**Signal wires on met1**

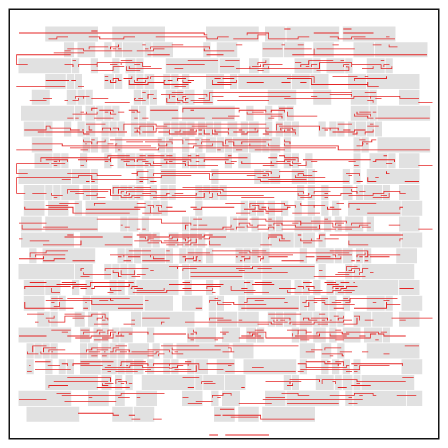
**Met2 routing**

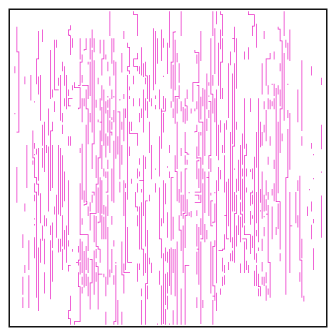
**M3 wires**

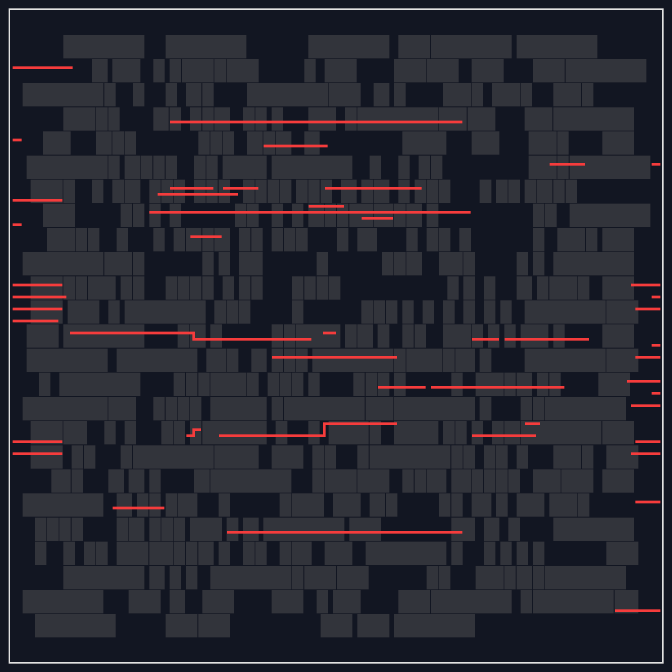
**Routing congestion map**

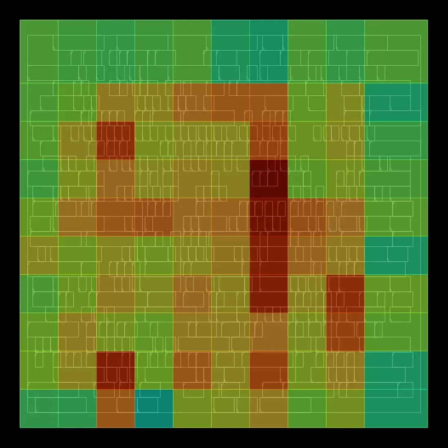
<file path="config.mk">
export PLATFORM = sky130hd
export DESIGN_NAME = cpu_run_controller_flat
export DESIGN_NICKNAME = d
export VERILOG_FILES = /design/src/rtl/cpu_run_controller_if.sv /design/src/rtl/cpu_run_controller.sv /design/src/flat_wrapper.sv
export SDC_FILE = /design/constraint.sdc
export NUM_CORES = 1
export LEC_CHECK = 0
export ABC_AREA = 1
export CORE_UTILIZATION = 54
export DETAILED_ROUTE_END_ITERATION = 10
export PLACE_DENSITY = 0.79
export SLEW_MARGIN = 30
export SYNTH_ARGS = -nofsm -noshare
export SYNTH_HDL_FRONTEND = slang
export SYNTH_SLANG_ARGS = --single-unit
</file>
<file path="constraint.sdc">
create_clock -name clk -period 4.25 [get_ports clk]
set_input_delay 0.85 -clock clk [delete_from_list [all_inputs] [get_ports clk]]
set_output_delay 0.85 -clock clk [all_outputs]
set_load 0.02 [all_outputs]
</file>
<file path="src/rtl/cpu_run_controller_if.sv">
// Control/status bundle between the run controller and whoever hosts the CPU.
// Handshake: start is a level request sampled each clk; done is a one-cycle completion strobe.
interface cpu_run_controller_if #(
    parameter int COUNT_WIDTH = 32
);
    logic                   start;
    logic                   cpu_stop;
    logic [1:0]             cpu_error;
    logic                   cpu_reset;
    logic                   cpu_clk_en;
    logic                   running;
    logic                   done;
    logic [1:0]             status;
    logic [1:0]             error_latched;
    logic [COUNT_WIDTH-1:0] cycle_count;

    modport master (
        input  start, cpu_stop, cpu_error,
        output cpu_reset, cpu_clk_en, running, done, status, error_latched, cycle_count
    );

    modport slave (
        output start, cpu_stop, cpu_error,
        input  cpu_reset, cpu_clk_en, running, done, status, error_latched, cycle_count
    );
endinterface

</file>
<file path="src/rtl/cpu_run_controller.sv">
// Supervises a CPU run: reset hold, gated clock, stop drain, fault/timeout halt, cycle count.
// state_dbg exposes the FSM encoding (IDLE=0 HOLD=1 RUN=2 DRAIN=3 HALTED=4).
module cpu_run_controller #(
    parameter int RESET_CYCLES = 2,
    parameter int MAX_CYCLES   = 0,
    parameter int COUNT_WIDTH  = 32
) (
    input  logic                 clk,
    input  logic                 reset,
    cpu_run_controller_if.master bus,
    output logic [2:0]           state_dbg
);
    typedef enum logic [2:0] {
        IDLE   = 3'd0,
        HOLD   = 3'd1,
        RUN    = 3'd2,
        DRAIN  = 3'd3,
        HALTED = 3'd4
    } state_t;

    localparam int HW = (RESET_CYCLES < 2) ? 1 : $clog2(RESET_CYCLES + 1);
    localparam logic [HW-1:0]          HOLD_LOAD = HW'(RESET_CYCLES);
    localparam logic [COUNT_WIDTH-1:0] COUNT_MAX = '1;
    localparam logic [COUNT_WIDTH-1:0] LIMIT     = COUNT_WIDTH'(MAX_CYCLES);
    localparam logic                   LIMITED   = (MAX_CYCLES != 0);

    localparam logic [1:0] ST_NONE    = 2'd0;
    localparam logic [1:0] ST_STOPPED = 2'd1;
    localparam logic [1:0] ST_ERROR   = 2'd2;
    localparam logic [1:0] ST_TIMEOUT = 2'd3;

    state_t                 state;
    logic [HW-1:0]          hold_cnt;
    logic                   cpu_reset_q;
    logic                   running_q;
    logic                   done_q;
    logic [1:0]             status_q;
    logic [1:0]             error_q;
    logic [COUNT_WIDTH-1:0] count_q;

    logic                   fault;
    logic                   timeout;
    logic                   clk_en;
    logic [COUNT_WIDTH-1:0] count_next;

    assign fault      = |bus.cpu_error;
    assign timeout    = LIMITED && (count_q == LIMIT) && !bus.cpu_stop;
    assign count_next = (count_q == COUNT_MAX) ? count_q : count_q + 1'b1;

    // Clock grant must drop in the same cycle a fault/timeout is seen, so it is combinational.
    always_comb begin
        clk_en = 1'b0;
        case (state)
            HOLD, DRAIN: clk_en = 1'b1;
            RUN:         clk_en = !fault && !timeout;
            default:     clk_en = 1'b0;
        endcase
    end

    always_ff @(posedge clk or negedge reset) begin
        if (!reset) begin
            state       <= IDLE;
            hold_cnt    <= '0;
            cpu_reset_q <= 1'b1;
            running_q   <= 1'b0;
            done_q      <= 1'b0;
            status_q    <= ST_NONE;
            error_q     <= 2'b00;
            count_q     <= '0;
        end else begin
            done_q <= 1'b0;
            case (state)
                IDLE, HALTED: begin
                    if (bus.start) begin
                        state       <= HOLD;
                        hold_cnt    <= HOLD_LOAD;
                        cpu_reset_q <= 1'b1;
                        status_q    <= ST_NONE;
                        error_q     <= 2'b00;
                        count_q     <= '0;
                    end
                end
                HOLD: begin
                    if (hold_cnt <= HW'(1)) begin
                        state       <= RUN;
                        hold_cnt    <= '0;
                        cpu_reset_q <= 1'b0;
                        running_q   <= 1'b1;
                    end else begin
                        hold_cnt <= hold_cnt - 1'b1;
                    end
                end
                RUN: begin
                    if (fault) begin
                        state     <= HALTED;
                        running_q <= 1'b0;
                        done_q    <= 1'b1;
                        status_q  <= ST_ERROR;
                        error_q   <= bus.cpu_error;
                    end else if (bus.cpu_stop) begin
                        state     <= DRAIN;
                        running_q <= 1'b0;
                        count_q   <= count_next;
                    end else if (timeout) begin
                        state     <= HALTED;
                        running_q <= 1'b0;
                        done_q    <= 1'b1;
                        status_q  <= ST_TIMEOUT;
                    end else begin
                        count_q <= count_next;
                    end
                end
                DRAIN: begin
                    state    <= HALTED;
                    done_q   <= 1'b1;
                    status_q <= ST_STOPPED;
                    count_q  <= count_next;
                end
                default: begin
                    state       <= IDLE;
                    cpu_reset_q <= 1'b1;
                    running_q   <= 1'b0;
                end
            endcase
        end
    end

    assign bus.cpu_reset     = cpu_reset_q;
    assign bus.cpu_clk_en    = clk_en;
    assign bus.running       = running_q;
    assign bus.done          = done_q;
    assign bus.status        = status_q;
    assign bus.error_latched = error_q;
    assign bus.cycle_count   = count_q;
    assign state_dbg         = state;
endmodule
</file>
<file path="src/flat_wrapper.sv">
// flat-port wrapper written by rule: the top's interface ports become plain ports
module cpu_run_controller_flat 
#(
    parameter int RESET_CYCLES = 2,
    parameter int MAX_CYCLES   = 0,
    parameter int COUNT_WIDTH  = 32
)
  (clk, reset, state_dbg, bus_start, bus_cpu_stop, bus_cpu_error, bus_cpu_reset, bus_cpu_clk_en, bus_running, bus_done, bus_status, bus_error_latched, bus_cycle_count);
  cpu_run_controller_if #(.COUNT_WIDTH(COUNT_WIDTH)) bus_i ();
  input  logic clk;
  input  logic reset;
  output logic [2:0] state_dbg;
  input wire logic [$bits(bus_i.start)-1:0] bus_start;
  input wire logic [$bits(bus_i.cpu_stop)-1:0] bus_cpu_stop;
  input wire logic [$bits(bus_i.cpu_error)-1:0] bus_cpu_error;
  output wire logic [$bits(bus_i.cpu_reset)-1:0] bus_cpu_reset;
  output wire logic [$bits(bus_i.cpu_clk_en)-1:0] bus_cpu_clk_en;
  output wire logic [$bits(bus_i.running)-1:0] bus_running;
  output wire logic [$bits(bus_i.done)-1:0] bus_done;
  output wire logic [$bits(bus_i.status)-1:0] bus_status;
  output wire logic [$bits(bus_i.error_latched)-1:0] bus_error_latched;
  output wire logic [$bits(bus_i.cycle_count)-1:0] bus_cycle_count;
  assign bus_i.start = bus_start;
  assign bus_i.cpu_stop = bus_cpu_stop;
  assign bus_i.cpu_error = bus_cpu_error;
  assign bus_cpu_reset = bus_i.cpu_reset;
  assign bus_cpu_clk_en = bus_i.cpu_clk_en;
  assign bus_running = bus_i.running;
  assign bus_done = bus_i.done;
  assign bus_status = bus_i.status;
  assign bus_error_latched = bus_i.error_latched;
  assign bus_cycle_count = bus_i.cycle_count;
  cpu_run_controller #(.RESET_CYCLES(RESET_CYCLES), .MAX_CYCLES(MAX_CYCLES), .COUNT_WIDTH(COUNT_WIDTH)) u_core (.clk(clk), .reset(reset), .bus(bus_i), .state_dbg(state_dbg));
endmodule
</file>
==> Slide: Implementation Results <==
Implementation Results

Outcome
  • Result of the run: completed

Pwr
  • P_clk: 261 µW
  • Combinational gate power: 558 µW
  • Net switching fraction of the power: between 40% and 50%
  • P per Cell Area: 401 nW/µm²
  • Net switching power of the design: between 500 and 600 µW
  • Relative contribution of combinational cells to total power: 41.6%
  • Clock network fraction of total power: between 15 and 20%
  • Largest power group: combinational cells

Clocking
  • Clock buffer count from CTS: 5
  • CTS H-tree lvls: 2
  • Post-CTS Setup Inserts: 0
  • Cts repair resizes: 0
  • Clock Latency Late Sink: around 0.3 ns
  • Clock tree buffer depth: 2

Global route
  • Number of global-route vias before repair: 2,375
  • Number of antenna violations at the first check in global routing: 0
  • Wire length of the first global-routing pass: 11,200 µm

Setup path
  • Worst Path Required: 3.40 ns
  • Buffers plus inverters on the worst setup path: 2
  • Startpoint Class: input pin
  • End point of the critical path: bus_cpu_clk_en
  • Path type of the worst setup path: input pin to output port
  • Maximum fanout encountered on the critical timing path: 5
  • Instance count on the critical path: 5
  • Critical path data arrival time: 2.29 ns
  • Nature of the critical path endpoint: output port
  • Source of the critical timing path: bus_cpu_error[1]
  • Cell at the slowest stage of the critical path: sky130_fd_sc_hd__clkdlybuf4s50_1
  • Worst flop-to-flop path startpoint: u_core.bus.cycle_count[0]$_DFFE_PN0P_

Final layout
  • Logic area: 1450 µm²
  • Most used logic cell in the final layout: sky130_fd_sc_hd__nand2_1
  • Layout cell share with drive strength beyond 1: 8.95%
  • Clock buffer count: 6
  • Clock network area share: approximately 2.5%
  • Biggest cell category by area in the final layout: combinational gates
  • Multi-input gates: 309
  • Buffering overhead: 14.3%
  • Sequential fraction of total cell area: 33.0%
  • Most frequently placed logic cells in the final layout: 166 x sky130_fd_sc_hd__nand2_1, 57 x sky130_fd_sc_hd__nor2_1, 47 x sky130_fd_sc_hd__clkdlybuf4s50_1

Synth
  • Dominant combinational cell family by area after synthesis: simple AND/OR/NAND/NOR gates
  • Synthesis-stage register bit count: 44
  • Chip area from the yosys synthesis statistics: 2760 µm²
  • Async set-reset flop share out of synthesis: 100%
  • Ranking of synthesized cells by instance count: 166 x sky130_fd_sc_hd__nand2_1, 57 x sky130_fd_sc_hd__nor2_1, 43 x sky130_fd_sc_hd__dfrtp_1
  • XOR/XNOR share of the synthesized area: between 3 and 4%
  • Netlist area before placement: 2760 µm²
  • Largest area contributor in the netlist: sky130_fd_sc_hd__dfrtp_1
  • Post-synthesis instance total: 395
  • Simple logic cell fraction of the synthesized area: 38.9%
  • Post-synthesis sequential area ratio: 40.0%
  • Nets at Floorplan: 402
  • Distinct cell type count after synthesis: 32
  • Avg Synthesized Cell Area: 6.98 µm²
  • Most common cell in the netlist: sky130_fd_sc_hd__nand2_1
  • Syn. warnings: 0

Hold path
  • Worst min-delay path class: flip-flop to flip-flop
  • Hold Path Stages: 2
  • Hold wc startpoint: u_core.bus.status[1]$_DFFE_PN0P_
  • Hold-critical path endpoint: u_core.bus.status[1]$_DFFE_PN0P_

Floorplan
  • Starting density of the core: 57.3%
  • Area of the placeable core: around 4800 µm²
  • Number of placed I/O pins: slightly below 50
  • Overall die width: 73.5 µm
  • Row Count: 25

Timing
  • Minimum clock period: 3.14 ns
  • Final hold violation count: 0
  • Total Neg Setup Slack: 0 ns
  • Clk_skew: 0.00591 ns
  • Worst Max-Slew Pin Slew: ~0.56 ns

Placed design
  • Weighted congestion reported at the end of routability-driven placement: 0.887
  • Detailed Place HPWL: 5070 µm
  • Buffers on Ports: 48
  • Cell area after placement: about 3300 µm²
  • Setup WS pre-CTS: 1.10 ns

Routing
  • First-pass detailed-route iteration total: 4
  • Met2 routed WL: ~3200 µm
  • DRT antenna net count: 0
  • DRC violations left: 0
  • Metal-1 WL: about 3100 µm
  • Top Metal Used: met4
Notes on 'signal wires on met1' above:
The wires run mostly horizontal. The layer carries 3,100 µm of wire. 412 nets have wire on it. The layer holds 46% of the routed length.

Notes on 'met2 routing' above:
The longest straight run is 33.3 µm. The layer holds 48% of the routed length. The layer carries 3,240 µm of wire. The wires run mostly vertical.
Routed WL: 6730 µm
met2 track utilization from global routing: 45.5%
vias after detailed routing: 2,625

Notes on 'M3 wires' above:
The longest straight run is 35.9 µm. The wires run mostly horizontal.

Notes on 'routing congestion map' above:
met1 track demand over resource in global routing: 37.2%
drt wl/cell: 13.1 µm

Power figures rest on the tool's default switching activity, not on a simulated workload.
